**Supply network**

Pins as bars on the die edge.
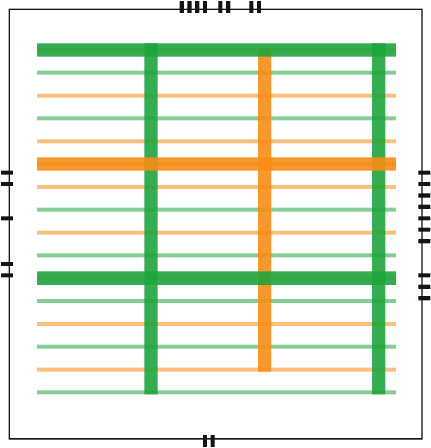
**Clock nets**

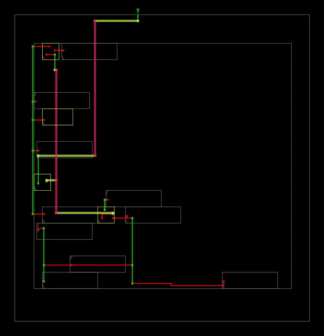
**Cell classes on the final placement**

The bar under the picture is 10 um long. Fill, decap, tap and diode cells in gray.
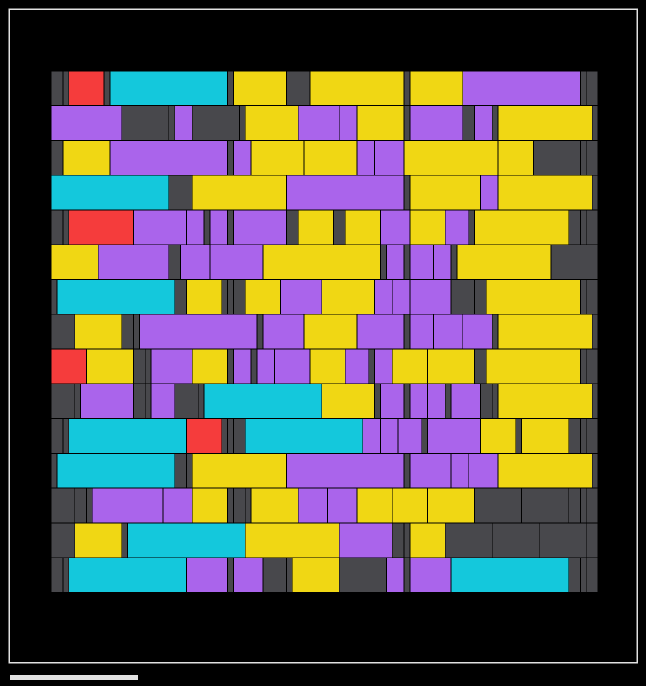
**Register map, names as in the netlist**

Other cells in gray.
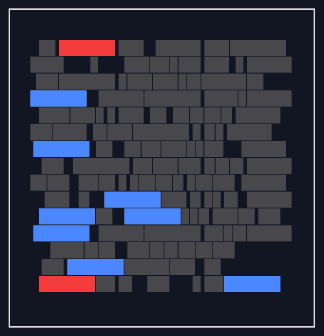
**Selected gate families**

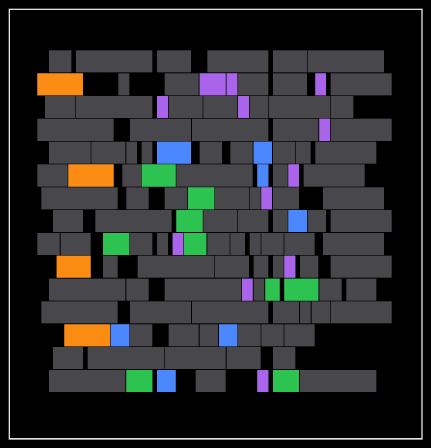
### src/rtl/nano_pkg.sv
// nano_pkg: shared encodings for the nanoprocessor sequencer.
//   state_t  - sequencer state (IF, AF, EX, HALT), also exported on the debug port
//   alu_op_t - ALU operation select driven to the datapath
//   OP_*     - opcode byte values
//   dec_t    - decoded opcode bundle handed from nano_ctrl_decode to nano_ctrl
package nano_pkg;

  typedef enum logic [1:0] {
    ST_IF   = 2'd0,
    ST_AF   = 2'd1,
    ST_EX   = 2'd2,
    ST_HALT = 2'd3
  } state_t;

  typedef enum logic [2:0] {
    ALU_ADD    = 3'd0,
    ALU_SUB    = 3'd1,
    ALU_AND    = 3'd2,
    ALU_OR     = 3'd3,
    ALU_XOR    = 3'd4,
    ALU_PASS_B = 3'd5
  } alu_op_t;

  localparam logic [7:0] OP_NOP = 8'h00;
  localparam logic [7:0] OP_ADD = 8'h01;
  localparam logic [7:0] OP_SUB = 8'h02;
  localparam logic [7:0] OP_AND = 8'h03;
  localparam logic [7:0] OP_OR  = 8'h04;
  localparam logic [7:0] OP_XOR = 8'h05;
  localparam logic [7:0] OP_LDA = 8'h06;
  localparam logic [7:0] OP_STA = 8'h07;
  localparam logic [7:0] OP_JMP = 8'h08;
  localparam logic [7:0] OP_JZ  = 8'h09;
  localparam logic [7:0] OP_JC  = 8'h0A;
  localparam logic [7:0] OP_HLT = 8'h0B;

  typedef struct packed {
    alu_op_t alu_op;
    logic    is_alu;   // ADD..XOR and LDA: ACC/flags load from memory operand
    logic    is_sta;
    logic    is_jmp;
    logic    is_jz;
    logic    is_jc;
    logic    is_hlt;
  } dec_t;

endpackage

### src/rtl/nano_ctrl_decode.sv
// nano_ctrl_decode: pure combinational opcode decoder.
//   opcode - instruction register contents
//   dec    - alu_op plus one-hot-ish instruction class flags
// Unknown opcodes decode to all-zero flags, so they execute as NOP.
module nano_ctrl_decode
  import nano_pkg::*;
(
  input  logic [7:0] opcode,
  output dec_t       dec
);

  always_comb begin
    dec        = '0;
    dec.alu_op = ALU_PASS_B;
    case (opcode)
      OP_ADD: begin dec.is_alu = 1'b1; dec.alu_op = ALU_ADD; end
      OP_SUB: begin dec.is_alu = 1'b1; dec.alu_op = ALU_SUB; end
      OP_AND: begin dec.is_alu = 1'b1; dec.alu_op = ALU_AND; end
      OP_OR:  begin dec.is_alu = 1'b1; dec.alu_op = ALU_OR;  end
      OP_XOR: begin dec.is_alu = 1'b1; dec.alu_op = ALU_XOR; end
      OP_LDA: begin dec.is_alu = 1'b1; dec.alu_op = ALU_PASS_B; end
      OP_STA: dec.is_sta = 1'b1;
      OP_JMP: dec.is_jmp = 1'b1;
      OP_JZ:  dec.is_jz  = 1'b1;
      OP_JC:  dec.is_jc  = 1'b1;
      OP_HLT: dec.is_hlt = 1'b1;
      default: ;
    endcase
  end

endmodule

### src/rtl/nano_ctrl.sv
// nano_ctrl: three-cycle fetch/operand/execute sequencer for the nanoprocessor.
//   clk, reset_n        - clock, async active-low reset
//   data_in             - memory read data (combinational read)
//   Z, C                - registered flags from the datapath
//   inc_PC, load_PC     - PC increment / load-from-AD strobes
//   load_AD, addr_sel   - operand register load, memory address source (0=PC, 1=AD)
//   load_ACC, load_flags, alu_op - accumulator/flag load and ALU select
//   mem_we              - store accumulator at AD
//   halted, state       - HALT indication and debug state
// All outputs are combinational from (state, IR, Z, C).
module nano_ctrl
  import nano_pkg::*;
(
  input  logic       clk,
  input  logic       reset_n,
  input  logic [7:0] data_in,
  input  logic       Z,
  input  logic       C,
  output logic       inc_PC,
  output logic       load_PC,
  output logic       load_AD,
  output logic       addr_sel,
  output logic       load_ACC,
  output logic       load_flags,
  output logic [2:0] alu_op,
  output logic       mem_we,
  output logic       halted,
  output logic [1:0] state
);

  state_t     state_q, state_d;
  logic [7:0] ir_q;
  dec_t       dec;
  alu_op_t    aop;

  nano_ctrl_decode u_dec (
    .opcode (ir_q),
    .dec    (dec)
  );

  always_ff @(posedge clk or negedge reset_n) begin
    if (!reset_n) begin
      state_q <= ST_IF;
      ir_q    <= 8'h00;
    end else begin
      state_q <= state_d;
      if (state_q == ST_IF) ir_q <= data_in;
    end
  end

  always_comb begin
    state_d    = state_q;
    inc_PC     = 1'b0;
    load_PC    = 1'b0;
    load_AD    = 1'b0;
    addr_sel   = 1'b0;
    load_ACC   = 1'b0;
    load_flags = 1'b0;
    mem_we     = 1'b0;
    aop        = ALU_PASS_B;
    unique case (state_q)
      ST_IF: begin
        inc_PC  = 1'b1;
        state_d = ST_AF;
      end
      ST_AF: begin
        inc_PC  = 1'b1;
        load_AD = 1'b1;
        state_d = ST_EX;
      end
      ST_EX: begin
        state_d = dec.is_hlt ? ST_HALT : ST_IF;
        if (dec.is_alu) begin
          addr_sel   = 1'b1;
          aop        = dec.alu_op;
          load_ACC   = 1'b1;
          load_flags = 1'b1;
        end
        if (dec.is_sta) begin
          addr_sel = 1'b1;
          mem_we   = 1'b1;
        end
        // Flags are registered in the datapath, so Z/C here already reflect
        // the previous ALU instruction's EX edge.
        load_PC = dec.is_jmp | (dec.is_jz & Z) | (dec.is_jc & C);
      end
      ST_HALT: ;
      default: state_d = ST_IF;
    endcase
  end

  assign alu_op = aop;
  assign halted = (state_q == ST_HALT);
  assign state  = state_q;

endmodule
### config.mk
export PLATFORM = sky130hd
export DESIGN_NAME = nano_ctrl
export DESIGN_NICKNAME = d
export VERILOG_FILES = /design/src/rtl/nano_pkg.sv /design/src/rtl/nano_ctrl_decode.sv /design/src/rtl/nano_ctrl.sv
export SDC_FILE = /design/constraint.sdc
export NUM_CORES = 1
export LEC_CHECK = 0
export ABC_AREA = 1
export CORE_AREA = 3 3 46 48
export DETAILED_ROUTE_END_ITERATION = 12
export DIE_AREA = 0 0 49 51
export PLACE_DENSITY = 0.77
export REMOVE_ABC_BUFFERS = 1
export SKIP_CTS_REPAIR_TIMING = 1
export SYNTH_ARGS = -nofsm -noshare
export SYNTH_HDL_FRONTEND = slang
export SYNTH_SLANG_ARGS = --single-unit
### constraint.sdc
create_clock -name clk -period 1.25 [get_ports clk]
set_input_delay 0.1875 -clock clk [delete_from_list [all_inputs] [get_ports clk]]
set_output_delay 0.1875 -clock clk [all_outputs]
set_load 0.05 [all_outputs]
==> job_summary.md <==
### Flow metrics

| Metric | Value |
|---|---|
| Run status | finished, violations left |
| Failing checks | negative setup slack |
| Setup crit start kind | register |
| Count of max-cap constraint violations | 0 |
| Worst vdd ir | 1590 uV |
| Yosys chip area | 628 um2 |
| Final Setup Violations | 22 |
| Max Root-Sink Buffers | 2 |
| WP data required | 1.06 ns |
| Final Hold Vio Count | 0 |
| Max incr delay on CP | 0.42 ns |
| Post-synth seq share | 0.398 |
| Clk latency late pin | 0.27 ns |
| Post-route setup slack | -0.555 ns |
| Syn Inst Count | 76 |
| Yosys top cell by area | dfrtp_1 |
| Crit Path Max Fanout | 3 |
| Total congestion overflow | 0 |
| Antenna cells | 0 |
| Sequential Power Share | 0.183 |
| Registers, synthesis | 10 |
| Tmin final | 1.81 ns |
| CP endpoint kind | output port |
| 1st-pass router iterations | 4 |
| First-pass GRT wire length | 2570 um |
| RD Place Congestion | 0.880 |
| Worst-margin pin slew | 0.500 ns |
| RSZ-0062 raised after global routing | true |
| DIE HEIGHT | 51 um |
| CTS tree | done |
| Log Warnings | 30 |
| Cell Chain, Critical Path | inv_2, ha_4, inv_1, nor2_1, nand2_1, nand2_2, buf_12, buf_12 |
| WS Path Type | reg2out |
| Post-synth cell types | 20 |
| Gate power share | 0.735 |
| Most Frequent Cell on Critical Path | buf_12 |
| Largest net degree at the start of global routing | 13 |
| Worst path arrival time | 1.62 ns |
| Filler cell count | 94 |
| Number of routed nets with antenna violations | 0 |
| Cell area after synthesis | 628 um2 |
| Switching share of power | 0.439 |
| Final nets | 145 |
| YS warnings | 0 |
| Period Utilization, post-route | 1.44 |
| CP max-delay cell | dfrtp_1 |
| Top cells, area | dfrtp_1 40%, ha_1 10%, nand2_1 9.0% |
| WL final | 2660 um |
Notes on 'supply network' above:
green -> VSS
orange -> VDD
met4 straps = 3
rows = 15
met1 rails = 16
signal pins = 25

Notes on 'clock nets' above:
TritonCTS buffer count: 3
clock skew: 0.00908 ns
clock buffers: 4

Notes on 'cell classes on the final placement' above:
yellow -> other buffers and delay cells  # cells 49, share of their area 44%
purple -> all other logic  # cells 64, share of their area 36%
red -> clock drivers and dummy loads  # cells 4, share of their area 2.5%
cyan -> flip-flops  # cells 10, share of their area 17%
Core Rows: 15
core area: 1750 um2
post-layout util: 0.838
Final Cell Area: 1460 um2
sequential share of cell area: 0.171

Notes on 'register map, names as in the netlist' above:
red -> state  # flops 2
blue -> ir_q  # flops 8

Notes on 'selected gate families' above:
green -> inverting AOI/OAI gates  # cells 9, most used o21ai_2
blue -> NOR gates  # cells 7, most used nor2_2
purple -> inverters  # cells 12, most used inv_1
orange -> multiplexers  # cells 4, most used mux2_4
logic share of the area: 0.321
fin cells: 152

-- cell type report --
class / instances / share of cell area
Tap cell: 25 / 0.0214
Multi-Input combinational cell: 52 / 0.321
Sequential cell: 10 / 0.171
Timing Repair Buffer: 49 / 0.428
Inverter: 12 / 0.0342
Clock buffer: 4 / 0.0248
-- cell families after synthesis --
group / synth area share
adders and majority gates: 0.0996
and+or+nand+nor: 0.235
AOI/OAI and AO/OA: 0.0897
muxes: 0.0717
DFF: 0.398
buffers and inverters: 0.0916
xor gates and xnor gates: 0.0139
-- Yosys cell counts --
| library cell | number |
|---|---|
| a21boi_0 | 1 |
| a21boi_1 | 1 |
| buf_2 | 1 |
| buf_4 | 1 |
| dfrtp_1 | 10 |
| ha_1 | 5 |
| inv_1 | 11 |
| inv_2 | 1 |
| mux2_2 | 4 |
| nand2_1 | 15 |
| nand2_2 | 2 |
| nand3_1 | 7 |
| nand4_1 | 1 |
| nor2_1 | 5 |
| nor2_2 | 2 |
| o2111ai_1 | 1 |
| o21ai_0 | 5 |
| o21bai_1 | 1 |
| or2_2 | 1 |
| xor2_1 | 1 |
-- layer usage --
metal,wire (um),global-route usage,vias up,part of all wire
met5,0,0,-,0
met4,112,0.118,0,0.042
met3,98,0.0350,9,0.037
met2,1450,0.249,32,0.55
met1,988,0.137,351,0.37
li1,-,-,346,-
-- path summary, 6_finish.rpt --
kind	cells after the start	slack, ns	from	end
max in group asynchronous	1	0.66	reset_n	ir_q[7]
worst max register to register	6	-0.22	state[1]	ir_q[7]
worst min-delay path	1	0.25	reset_n	ir_q[4]
worst min register to register	1	0.55	ir_q[4]	ir_q[4]
worst max-delay path	8	-0.56	state[0]	load_flags
min in group clk	3	0.49	data_in[0]	ir_q[0]
-- sequential cells by signal, indices dropped and copies added (netlist names) --
signal	flops
ir_q	8
state	2
-- power by group through the flow --
stage | registers, mW | clock network [mW] | logic (mW)
3_5_place_dp | 0.610 | 0 | 1.78
5_1_grt | 0.684 | 0.335 | 2.80
4_1_cts | 0.603 | 0.300 | 1.78
3_3_place_gp | 0.591 | 0 | 1.72
2_1_floorplan | 0.698 | 0 | 0.772
6_report | 0.666 | 0.296 | 2.67
-- through the flow --
stage / setup TNS (ns) / hold WS, ns / std cells / power, mW / setup slack, ns
CTS: -5.40 / 0.244 / 145 / 2.69 / -0.614
global route: -7.94 / 0.254 / 152 / 3.82 / -0.626
global placement: -1.41 / 0.490 / 141 / 2.31 / -0.231
floorplan: -9.44 / -0.108 / 74 / 1.47 / -1.30
detailed placement: -2.03 / 0.497 / 141 / 2.39 / -0.307
finish: -6.84 / 0.246 / 152 / 3.63 / -0.555
-- critical path: cells and delay by family, from the launching register on --
| kind | cells | cell delay (ns) |
|---|---|---|
| adders and majority gates | 1 | 0.15 |
| buffers and inverters | 4 | 0.38 |
| DFF | 1 | 0.42 |
| and+or+nand+nor | 3 | 0.38 |
No activity file was given, so power comes from the tool's default toggle rates.
